Run 1, close-up of the layout:
Region (40, 66) to (80, 106) µm. Cells in grey, sequential cells in the stronger grey; small squares are vias.
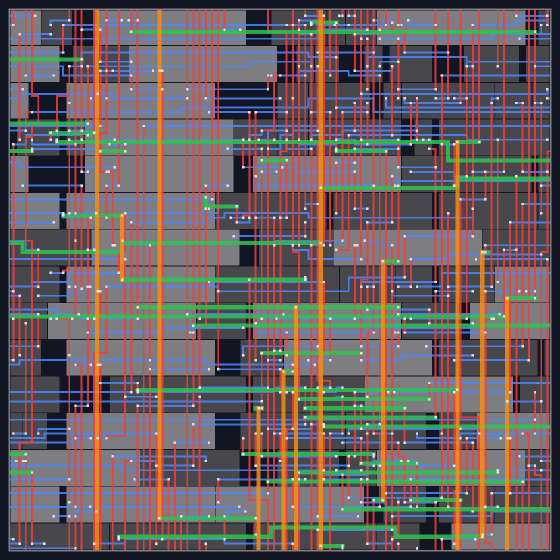
Run 1, congestion heat map:
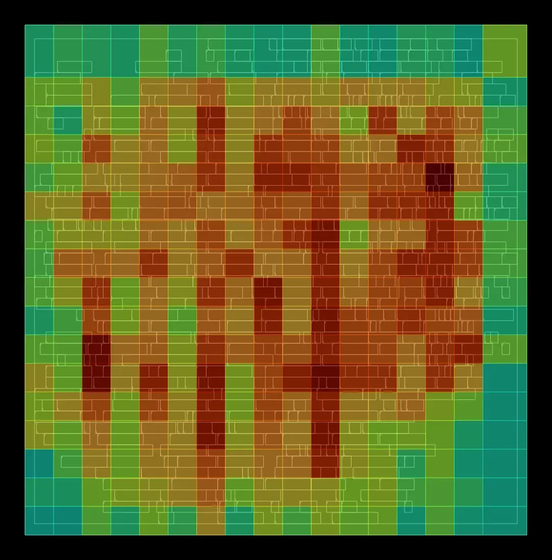
Run 1, logic cells by family:
(4 px per µm)
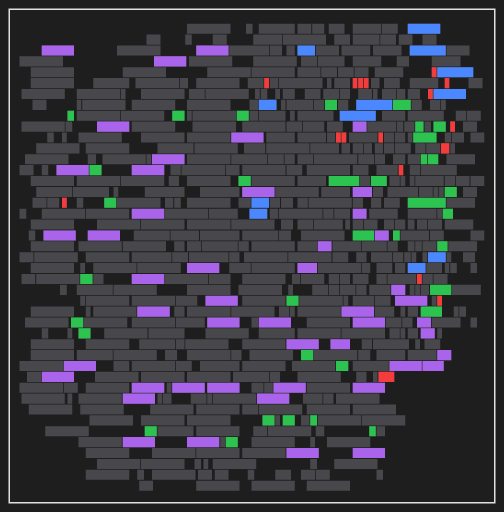
Run 1, register map, names as in the netlist:
(4 px per µm) Other sequential cells in the stronger grey, the rest of the logic in the fainter grey.
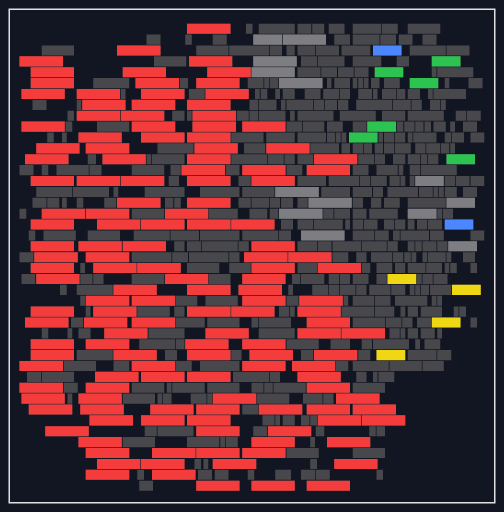
$ cat src/rtl/spidergon_vc_input_port.sv
// Spidergon router input port: one flit FIFO per virtual channel, across-first
// routing per packet, round-robin offer to the switch allocator, per-VC credit return.
module spidergon_vc_input_port #(
    parameter int NUM_OF_NODES            = 8,
    parameter int NODE_IDENTIFIER         = 0,
    parameter int FLIT_DATA_WIDTH         = 16,
    parameter int NUM_OF_VIRTUAL_CHANNELS = 2,
    parameter int VC_DEPTH                = 4,
    localparam int FLIT_TOTAL_WIDTH = FLIT_DATA_WIDTH + 2,
    localparam int VC_W  = (NUM_OF_VIRTUAL_CHANNELS > 1) ? $clog2(NUM_OF_VIRTUAL_CHANNELS) : 1,
    localparam int CNT_W = $clog2(VC_DEPTH) + 1
) (
    input  logic                                        clk,
    input  logic                                        reset,
    input  logic [FLIT_TOTAL_WIDTH-1:0]                 in_flit,
    input  logic                                        in_valid,
    input  logic [VC_W-1:0]                             in_vc,
    output logic [NUM_OF_VIRTUAL_CHANNELS-1:0]          credit_out,
    output logic [FLIT_TOTAL_WIDTH-1:0]                 out_flit,
    output logic                                        out_valid,
    output logic [VC_W-1:0]                             out_vc,
    output logic [1:0]                                  out_port,
    input  logic                                        out_ready,
    output logic [NUM_OF_VIRTUAL_CHANNELS*CNT_W-1:0]    vc_occupancy,
    output logic                                        err_overflow,
    output logic                                        err_protocol
);

    localparam int NV     = NUM_OF_VIRTUAL_CHANNELS;
    localparam int FTW    = FLIT_TOTAL_WIDTH;
    localparam int DEST_W = $clog2(NUM_OF_NODES);
    localparam int PTR_W  = $clog2(VC_DEPTH);
    localparam int Q      = NUM_OF_NODES / 4;

    localparam logic [1:0] TYPE_TAIL   = 2'b00;
    localparam logic [1:0] TYPE_HEAD   = 2'b01;
    localparam logic [1:0] TYPE_BODY   = 2'b10;
    localparam logic [1:0] TYPE_HEADER = 2'b11;

    localparam logic [1:0] PORT_ANTI_CLOCKWISE = 2'd0;
    localparam logic [1:0] PORT_CLOCKWISE      = 2'd1;
    localparam logic [1:0] PORT_ACROSS         = 2'd2;
    localparam logic [1:0] PORT_STOP           = 2'd3;

    typedef enum logic {ROUTE_IDLE, ROUTE_ROUTED} route_state_t;

    logic [FTW-1:0]   r_mem [NV][VC_DEPTH];
    logic [PTR_W-1:0] r_rd_ptr [NV];
    logic [PTR_W-1:0] r_wr_ptr [NV];
    logic [CNT_W-1:0] r_count [NV];
    route_state_t     r_state [NV];
    logic [1:0]       r_port [NV];
    logic [VC_W-1:0]  r_rr;
    logic [NV-1:0]    r_credit;
    logic             r_err_overflow;
    logic             r_err_protocol;

    logic [FTW-1:0]   w_head_flit [NV];
    logic [1:0]       w_head_type [NV];
    logic [NV-1:0]    w_nonempty;
    logic [NV-1:0]    w_full;
    logic [NV-1:0]    w_discard;
    logic [NV-1:0]    w_eligible;
    logic [NV-1:0]    w_push;
    logic [NV-1:0]    w_pop;
    logic             w_found;
    logic [VC_W-1:0]  w_winner;
    logic             w_fwd_pop;
    logic             w_disc_pop;
    logic             w_push_ok;
    logic             w_proto_err;
    route_state_t     w_state_next [NV];
    logic [1:0]       w_port_next [NV];

    // Across-first: short hops go round the ring, anything farther crosses the diameter.
    function automatic logic [1:0] route_of(input logic [FTW-1:0] flit);
        int rel;
        rel = (int'(flit[FTW-3 -: DEST_W]) + NUM_OF_NODES - NODE_IDENTIFIER) % NUM_OF_NODES;
        if (rel == 0)
            return PORT_STOP;
        else if (rel <= Q)
            return PORT_CLOCKWISE;
        else if (rel >= NUM_OF_NODES - Q)
            return PORT_ANTI_CLOCKWISE;
        else
            return PORT_ACROSS;
    endfunction

    function automatic logic [PTR_W-1:0] next_ptr(input logic [PTR_W-1:0] ptr);
        return (ptr == PTR_W'(VC_DEPTH - 1)) ? '0 : ptr + PTR_W'(1);
    endfunction

    for (genvar v = 0; v < NV; v++) begin : g_vc
        assign w_head_flit[v] = r_mem[v][r_rd_ptr[v]];
        assign w_head_type[v] = w_head_flit[v][FTW-1 -: 2];
        assign w_nonempty[v]  = (r_count[v] != '0);
        assign w_full[v]      = (r_count[v] == CNT_W'(VC_DEPTH));
        // Body/tail with no open packet is dropped here instead of being offered.
        assign w_discard[v]   = w_nonempty[v] && (r_state[v] == ROUTE_IDLE) &&
                                ((w_head_type[v] == TYPE_BODY) || (w_head_type[v] == TYPE_TAIL));
        assign w_eligible[v]  = w_nonempty[v] && !w_discard[v];
        assign w_push[v]      = w_push_ok && (in_vc == VC_W'(v));
        assign vc_occupancy[v*CNT_W +: CNT_W] = r_count[v];
    end

    always_comb begin
        w_found  = 1'b0;
        w_winner = '0;
        for (int i = 0; i < NV; i++) begin
            if (!w_found && w_eligible[(int'(r_rr) + i) % NV]) begin
                w_found  = 1'b1;
                w_winner = VC_W'((int'(r_rr) + i) % NV);
            end
        end
    end

    always_comb begin
        out_valid = w_found;
        out_vc    = '0;
        out_flit  = '0;
        out_port  = PORT_ANTI_CLOCKWISE;
        if (w_found) begin
            out_vc   = w_winner;
            out_flit = w_head_flit[w_winner];
            if ((w_head_type[w_winner] == TYPE_HEAD) || (w_head_type[w_winner] == TYPE_HEADER))
                out_port = route_of(w_head_flit[w_winner]);
            else
                out_port = r_port[w_winner];
        end
    end

    // A discard only uses the single pop slot when the allocator is not taking a flit.
    always_comb begin
        w_fwd_pop  = w_found && out_ready;
        w_disc_pop = 1'b0;
        w_pop      = '0;
        if (w_fwd_pop) begin
            w_pop[w_winner] = 1'b1;
        end else begin
            for (int i = 0; i < NV; i++) begin
                if (!w_disc_pop && w_discard[i]) begin
                    w_disc_pop = 1'b1;
                    w_pop[i]   = 1'b1;
                end
            end
        end
    end

    assign w_push_ok = in_valid && (!w_full[in_vc] || w_pop[in_vc]);

    always_comb begin
        for (int v = 0; v < NV; v++) begin
            w_state_next[v] = r_state[v];
            w_port_next[v]  = r_port[v];
        end
        w_proto_err = 1'b0;
        if (w_fwd_pop) begin
            case (w_head_type[w_winner])
                TYPE_HEAD: begin
                    w_proto_err              = (r_state[w_winner] == ROUTE_ROUTED);
                    w_state_next[w_winner]   = ROUTE_ROUTED;
                    w_port_next[w_winner]    = route_of(w_head_flit[w_winner]);
                end
                TYPE_HEADER: begin
                    w_proto_err              = (r_state[w_winner] == ROUTE_ROUTED);
                    w_state_next[w_winner]   = ROUTE_IDLE;
                end
                TYPE_TAIL: begin
                    w_state_next[w_winner]   = ROUTE_IDLE;
                end
                default: ;
            endcase
        end else if (w_disc_pop) begin
            w_proto_err = 1'b1;
        end
    end

    always_ff @(posedge clk) begin
        if (reset) begin
            for (int v = 0; v < NV; v++) begin
                r_state[v] <= ROUTE_IDLE;
                r_port[v]  <= PORT_ANTI_CLOCKWISE;
            end
        end else begin
            for (int v = 0; v < NV; v++) begin
                r_state[v] <= w_state_next[v];
                r_port[v]  <= w_port_next[v];
            end
        end
    end

    always_ff @(posedge clk) begin
        if (reset) begin
            for (int v = 0; v < NV; v++) begin
                r_rd_ptr[v] <= '0;
                r_wr_ptr[v] <= '0;
                r_count[v]  <= '0;
            end
            r_rr           <= '0;
            r_credit       <= '0;
            r_err_overflow <= 1'b0;
            r_err_protocol <= 1'b0;
        end else begin
            for (int v = 0; v < NV; v++) begin
                if (w_push[v])
                    r_wr_ptr[v] <= next_ptr(r_wr_ptr[v]);
                if (w_pop[v])
                    r_rd_ptr[v] <= next_ptr(r_rd_ptr[v]);
                r_count[v] <= r_count[v] + CNT_W'(w_push[v]) - CNT_W'(w_pop[v]);
            end
            if (w_fwd_pop)
                r_rr <= VC_W'((int'(w_winner) + 1) % NV);
            r_credit <= w_pop;
            if (in_valid && !w_push_ok)
                r_err_overflow <= 1'b1;
            if (w_proto_err)
                r_err_protocol <= 1'b1;
        end
    end

    always_ff @(posedge clk) begin
        if (w_push_ok)
            r_mem[in_vc][r_wr_ptr[in_vc]] <= in_flit;
    end

    assign credit_out   = r_credit;
    assign err_overflow = r_err_overflow;
    assign err_protocol = r_err_protocol;

endmodule
$ cat config.mk
export PLATFORM = sky130hd
export DESIGN_NAME = spidergon_vc_input_port
export DESIGN_NICKNAME = d
export VERILOG_FILES = /design/src/rtl/spidergon_vc_input_port.sv
export SDC_FILE = /design/constraint.sdc
export NUM_CORES = 1
export LEC_CHECK = 0
export ABC_CLOCK_PERIOD_IN_PS = 3290
export CORE_AREA = 2 2 119 121
export DETAILED_ROUTE_END_ITERATION = 7
export DIE_AREA = 0 0 121 123
export PLACE_DENSITY_LB_ADDON = 0.3
export SETUP_SLACK_MARGIN = 0.5
export SYNTH_ARGS = -nofsm -noshare
export SYNTH_HDL_FRONTEND = slang
export SYNTH_SLANG_ARGS = --single-unit
$ cat constraint.sdc
create_clock -name clk -period 3.29 [get_ports clk]
set_clock_uncertainty 0.05 [all_clocks]
set_input_delay 0.658 -clock clk [delete_from_list [all_inputs] [get_ports clk]]
set_output_delay 0.658 -clock clk [all_outputs]
set_load 0.005 [all_outputs]
==> run_results.csv, run 1 <==
group,metric,value,unit
placed_design,placed_area,0.007968,mm²
flow_run,timing.max_cap.violations,0,
synthesis,ys_cells,411,
layout,mi_logic_area,0.002355,mm²
detailed_routing,dr.pass1.iters,5,
final_timing,fin_ws,-114.1,ps
final_timing,finalSetupViolCount,7,
detailed_routing,route.met2.wl,10360,µm
synthesis,ys_ff,169,
final_timing,hold_viol,0,
run_status,violations,"setup timing",
pwr,power_leader,"combinational cells",
worst_setup_path,cp_max_fo,7,
final_timing,tns,-211.3,ps
global_route,grt_pass1_vias,4613,
detailed_routing,ant_nets,0,
synthesis,synth_area,0.006979,mm²
pwr,leakage,3.619,nW
floorplanning,std_cell_rows,43,
pwr,p_sw_share,35.73,%
floorplanning,core,0.01361,mm²
layout,fill_cells,757,
synthesis,synth-main-ff-cell,"edfxtp_1",
layout,design_area,0.009980,mm²
layout,nonClockInverterCount,17,
min_path,hold_class,"flop to flop",
final_timing,rsz0062_at_grt,"true",
synthesis,synth_cell_types,47,
synthesis,area_leaders,"edfxtp_1, mux4_2, dfxtp_1",
detailed_routing,vias_per_cell,6.019,
clock_tree,insertion_delay,430,ps
pwr,power_switching,3.270,mW
layout,regArea,0.004905,mm²
floorplanning,tapCellCount,180,
worst_setup_path,crit_family,"multiplexers",
pwr,powerSeq,2.68,mW
floorplanning,fp.dieW,121,µm
min_path,hold_depth,1,
layout,area_growth,42.99,%
worst_setup_path,ff2ff_path_depth,13,
worst_setup_path,start_kind,"flop",
pwr,pwr-share-clk,19.7,%
detailed_routing,drc,0,
worst_setup_path,crit_type,"flop to primary output",
pwr,p_clk,1.80,mW
layout,final-nonclk-buf-share,18.98,%
pwr,power_density,917.2,mW/mm²
run_status,outcome,"finished, violations left",
clock_tree,cts_hold_buf,0,
global_route,met1_usage,31.12,%
pwr,power.internal,5.883,mW
layout,final_cells,778,
detailed_routing,wl_met1,7871,µm
final_timing,worst_hold_slack,437.5,ps
layout,lay_top_count,"edfxtp_1",
global_route,grt_pass1_wl,27010,µm
synthesis,ys_seq_share,70.28,%
detailed_routing,totalWireLength,20600,µm
synthesis,top_cells_by_count,"edfxtp_1, nand2_1, mux4_2",
clock_tree,numCtsBuffers,17,
synthesis,synthArstFlopShare,0,%
worst_setup_path,cp.arrival,2700,ps
-- 'close-up of the layout' (at the start) --
Key: blue = M1; red = M2; orange = M4; green = M3
Netlist names of flops here include r_mem (19), r_rd_ptr (3). Sequential cells in the window: 23. Most frequent: edfxtp_1 (23), buf_12 (7), buf_4 (7). 83 logic cells have their middle in the window.

-- 'congestion heat map' (at the start) --
end-of-flow core utilization: 73.32%
DR WL/cell: 26.48 µm
Overall Global Routing Usage: 25.58%
Top Usage Layer GRT: met2
global routing usage on met3: 7.288%

-- 'logic cells by family' (at the start) --
Key: purple = mux cells [cells 48]; red = inv cells [cells 17]; green = aoi and oai cells [cells 35, where spread over the die]; blue = fa/ha/maj cells [cells 12, where north-east]

-- 'register map, names as in the netlist' (at the start) --
Key: yellow = r_port [placed flops 4, where east]; red = r_mem [placed flops 144]; green = r_count [placed flops 6, where north-east]; blue = credit_out [placed flops 2]

==> run 2, diff against run 1 <==
--- a/config.mk
+++ b/config.mk
@@ -5,7 +5,6 @@
 export SDC_FILE = /design/constraint.sdc
 export NUM_CORES = 1
 export LEC_CHECK = 0
-export ABC_CLOCK_PERIOD_IN_PS = 3290
 export CORE_AREA = 2 2 119 121
 export DETAILED_ROUTE_END_ITERATION = 7
 export DIE_AREA = 0 0 121 123
Run 2, register map, names as in the netlist:
(4 px per µm) Other sequential cells in the stronger grey, the rest of the logic in the fainter grey.
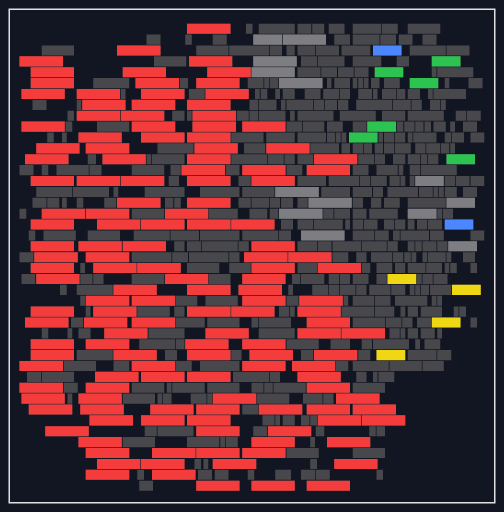
Key: blue = credit_out [placed flops 2]; green = r_count [placed flops 6, where north-east]; red = r_mem [placed flops 144]; yellow = r_port [placed flops 4, where east]

==> run_results.csv, run 2 <==
group,metric,value,unit
detailed_routing,drc,0,
worst_setup_path,cp_max_fo,7,
worst_setup_path,ff2ff_path_depth,13,
worst_setup_path,r2r_start,"r_rd_ptr[0][2]",
clock_tree,clkTransAtPathRegs,70,ps
floorplanning,tapCellCount,180,
layout,area_growth,42.99,%
layout,mostFrequentLayoutCells,"edfxtp_1, buf_4, mux4_2",
final_timing,rsz0062_at_grt,"true",
layout,final-nonclk-buf-share,18.98,%
worst_setup_path,ff2ff_setup_slack,230,ps
layout,final_cells,778,
synthesis,yosys.area.top_type,"edfxtp_1",
final_timing,fin_crit_sh,103.5,%
pwr,p_sw_share,35.73,%
pwr,power_density,917.2,mW/mm²
clock_tree,insertion_delay,430,ps
final_timing,finalSetupViolCount,7,
detailed_routing,route.met2.wl,10360,µm
worst_setup_path,start_kind,"flop",
layout,fill_cells,757,
floorplanning,ioPinCount,55,
final_timing,worst_hold_slack,437.5,ps
pwr,leakage,3.619,nW
pwr,pwr-share-seq,29.3,%
pwr,power_switching,3.270,mW
detailed_routing,ant_nets,0,
layout,largest_class,"sequential cells",
global_route,met1_usage,31.12,%
run_status,violations,"setup timing",
layout,regArea,0.004905,mm²
final_timing,fin_ws,-114.1,ps
final_timing,tns,-211.3,ps
global_route,track_usage,25.58,%
pwr,power_leader,"combinational cells",
global_route,grt_pass1_wl,27010,µm
layout,mi_logic_area,0.002355,mm²
detailed_routing,dr.pass1.iters,5,
layout,post-route-util,73.32,%
layout,drive_gt1_share,47.83,%
synthesis,ys_cells,411,
global_route,gr-usage-met2,44.00,%
layout,nonClockInverterCount,17,
synthesis,top_cells_by_count,"edfxtp_1, nand2_1, mux4_2",
pwr,power.internal,5.883,mW
pwr,powerSeq,2.68,mW
placed_design,placed_area,0.007968,mm²
synthesis,synth_cell_types,47,
global_route,top_usage_layer,"met2",
detailed_routing,wl_met3,1506,µm
floorplanning,core,0.01361,mm²
synthesis,synth_area,0.006979,mm²
clock_tree,numCtsBuffers,17,
pwr,pwr-share-clk,19.7,%
detailed_routing,totalWireLength,20600,µm
detailed_routing,wl_met1,7871,µm
synthesis,area_leaders,"edfxtp_1, mux4_2, dfxtp_1",
global_route,grt_pass1_vias,4613,
floorplanning,std_cell_rows,43,
placed_design,dpl_worst_slack,-8.471,ps
clock_tree,cts_hold_buf,0,
global_route,grt_use_met3,7.288,%
detailed_routing,vias_per_cell,6.019,
flow_run,timing.max_cap.violations,0,
layout,lay_top_count,"edfxtp_1",
worst_setup_path,cp.arrival,2700,ps
floorplanning,fp.dieW,121,µm
synthesis,synth-main-ff-cell,"edfxtp_1",
worst_setup_path,path_cells,"buf_6 > buf_12 > mux4_2 > nand2b_4 > xnor2_2 > mux2i_2 > nor2_2 > a311oi_2 > buf_2",
layout,design_area,0.009980,mm²
final_timing,hold_viol,0,
min_path,hold_depth,1,
synthesis,synthArstFlopShare,0,%
synthesis,ys_seq_share,70.28,%
worst_setup_path,crit_family,"multiplexers",
worst_setup_path,crit_type,"flop to primary output",
layout,clock_buffers,19,
run_status,outcome,"finished, violations left",
min_path,hold_class,"flop to flop",
Run 2, M2 wires:
(2 px per µm) Cells faint in the background.
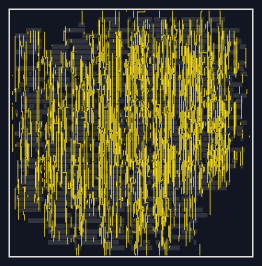
The layer holds 50% of the routed length. The wires run mostly vertical.

Run 2, congestion heat map:
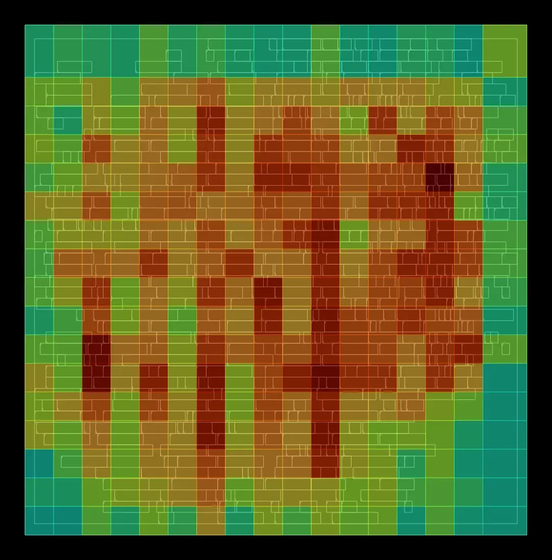

==> run 3, diff against run 2 <==
==> constraint.sdc (replaced) <==
create_clock -name clk -period 3.29 [get_ports clk]
set_clock_uncertainty 0.05 [all_clocks]
set_input_delay 0.658 -clock clk [delete_from_list [all_inputs] [get_ports clk]]
set_output_delay 0.658 -clock clk [all_outputs]
set_load 0.01 [all_outputs]
Run 3, congestion heat map:
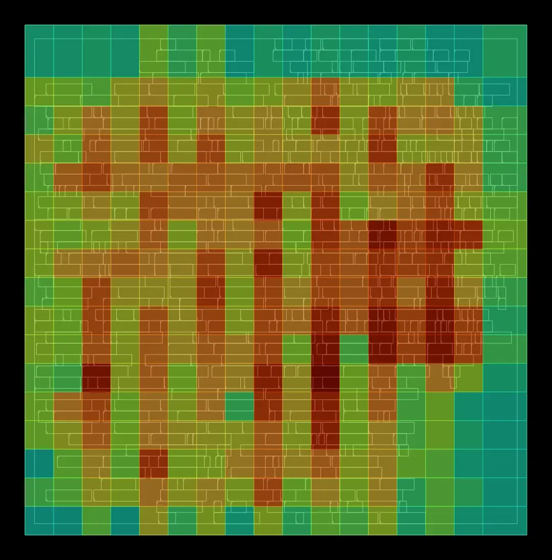
DR WL/cell: 24.10 µm
grt met1 use: 28.60%
met2 Resource Use GR: 39.43%
Overall Global Routing Usage: 23.43%

==> run_results.csv, run 3 <==
group,metric,value,unit
run_status,outcome,"finished clean",
worst_setup_path,r2r-end,"r_mem[0][29]",
synthesis,synth_area,0.006979,mm²
final_timing,tns,0,ps
clock_tree,cts_sinks,169,
synthesis,ys_ff,169,
layout,lay_top_count,"edfxtp_1",
synthesis,yosys_warnings,0,
detailed_routing,drc,0,
layout,nonClockInverterCount,17,
layout,final-nonclk-buf-share,15.10,%
synthesis,fa_ha_area_share,2.366,%
synthesis,syn_inst,411,
detailed_routing,num_vias,4394,
worst_setup_path,cpPeakStageDelay,420,ps
layout,largest_class,"sequential cells",
clock_tree,root_buffer,"clkbuf_16",
synthesis,ys_sh_xor,0.7530,%
detailed_routing,vias_per_cell,5.882,
worst_setup_path,slowest_stage,"edfxtp_1",
placed_design,dpl_worst_slack,-20.19,ps
clock_tree,cts_tree,"built",
layout,area_growth,35.96,%
flow_run,warnings,30,
layout,design_area,0.009489,mm²
synthesis,syn_area_per_cell,16.98,µm²
synthesis,edf_count,152,
floorplanning,die_area,0.01488,mm²
layout,mi_logic_area,0.002296,mm²
detailed_routing,dr.pass1.iters,5,
synthesis,ys_cells,411,
synthesis,floorplan.nets,446,
final_timing,tightest_slew,1014,ps
layout,num-nonclk-buffers,140,
floorplanning,fp.dieW,121,µm
final_timing,fin_crit_sh,97.52,%
floorplanning,core,0.01361,mm²
layout,drive_gt1_share,42.15,%
synthesis,top_cells_by_count,"edfxtp_1, nand2_1, mux4_2",
worst_setup_path,ff2ff_setup_slack,100,ps
worst_setup_path,cp_max_fo,5,
synthesis,aoi_share,4.428,%
worst_setup_path,ff2ff_path_depth,11,
layout,design.seq.count,169,
placed_design,dpl.cell_count,662,
worst_setup_path,r2r_start,"r_rd_ptr[0][1]",
pwr,powerSeq,2.66,mW
synthesis,synth_cell_types,47,
floorplanning,ioPinCount,55,
pwr,pwr-share-clk,21.8,%
clock_tree,insertion_delay,430,ps
synthesis,simple_gate_area_share,6.597,%
floorplanning,die_y,123,µm
final_timing,hold_viol,0,
placed_design,placement.io_buffers,54,
worst_setup_path,crit_family,"AND-OR/OR-AND gates",
floorplanning,tapCellCount,180,
global_route,antenna_found_initial,0,
worst_setup_path,cp.arrival,2500,ps
pwr,peakVddDrop,0.5781,mV
final_timing,finalSetupViolCount,0,
global_route,top_usage_layer,"met2",
min_path,hp-start,"err_overflow",
pwr,power_switching,3.142,mW
pwr,p_clk,1.92,mW
clock_tree,numCtsBuffers,17,
placed_design,dp_hpwl,8765,µm
layout,clock_buffers,17,
synthesis,synth-main-ff-cell,"edfxtp_1",
pwr,leakage,3.380,nW
final_timing,worst_hold_slack,435.7,ps
pwr,power_leader,"combinational cells",
global_route,grt_use_met3,7.242,%
min_path,hold_path_end,"err_overflow",
clock_tree,cts-resized-gates,121,
min_path,hold_class,"flop to flop",
min_path,hold_depth,1,
layout,fill_cells,865,
worst_setup_path,start_kind,"flop",
pwr,powerComb,4.23,mW
detailed_routing,wl_met3,1113,µm
layout,nNetsFinal,589,
pwr,power.internal,5.664,mW
pwr,comb_power_share,48.0,%
synthesis,yosys.cell_count.top_type,"edfxtp_1",
flow_run,timing.max_cap.violations,0,
placed_design,placed_area,0.007954,mm²
pwr,power_density,928.1,mW/mm²
clock_tree,cts_hold_buf,0,
synthesis,top_area_share,65.40,%
final_timing,report.final.slew_viol_count,0,
synthesis,area_leaders,"edfxtp_1, mux4_2, dfxtp_1",
synthesis,synthMuxAreaShare,13.23,%
synthesis,ys_seq_share,70.28,%
pwr,pwr-share-seq,30.2,%
clock_tree,clkTransAtPathRegs,70,ps
clock_tree,cts_setup_buffers,32,
synthesis,synth_chip_area,0.006979,mm²
synthesis,yosys.area.top_type,"edfxtp_1",
detailed_routing,route.met2.wl,9544,µm
worst_setup_path,path_cells,"buf_4 > nor2_1 > a221o_1 > a21o_4 > mux2i_4 > buf_6 > nor2_2 > a311oi_2 > buf_2",
final_timing,finalCriticalPeriod,3208,ps
pwr,total_power,8.807,mW
worst_setup_path,critPathCapture,"out_port[1]",
final_timing,fin_ws,81.75,ps
clock_tree,clock_path_buffers,2,
floorplanning,std_cell_rows,43,
final_timing,max_freq,311.7,MHz
global_route,grt_pass1_vias,4457,
global_route,grt_start_max_net_pins,20,
layout,num-multi-input-gates,209,
worst_setup_path,crit_required,2580,ps
detailed_routing,dr.max_layer_used,"met4",
final_timing,rsz0062_at_grt,"true",
floorplanning,fp_util,51.27,%
worst_setup_path,path_buffers,3,
final_timing,slew_headroom,31.72,%
global_route,overflow,0,
synthesis,synthArstFlopShare,0,%
pwr,p_sw_share,35.68,%
worst_setup_path,startpoint,"r_rd_ptr[0][2]",
detailed_routing,wl_met1,6970,µm
layout,clkCellAreaFrac,5.973,%
worst_setup_path,crit_type,"flop to primary output",
layout,mostFrequentLayoutCells,"edfxtp_1, buf_4, nand2_1",
detailed_routing,totalWireLength,18000,µm
clock_tree,h-tree-depth,4,
placed_design,place.gp.congestion,0.8255,
synthesis,yosys-dominant-comb-family,"multiplexers",
layout,final_cells,747,
detailed_routing,initialDrtViolationCount,362,
layout,comb_share,24.20,%
global_route,grt_pass1_wl,24810,µm
detailed_routing,ant_nets,0,
Run 3, register map, names as in the netlist:
(4 px per µm) Other sequential cells in the stronger grey, the rest of the logic in the fainter grey.
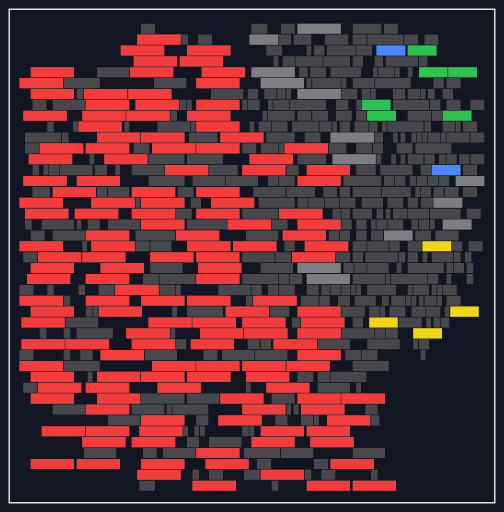
Key: blue = credit_out [placed flops 2]; red = r_mem [placed flops 144]; yellow = r_port [placed flops 4]; green = r_count [placed flops 6, where north-east]
Reg area: 0.004905 mm²
sequential fraction of total cell area: 51.69%
end-of-flow core utilization: 69.71%

Power figures rest on the tool's default switching activity, not on a simulated workload.
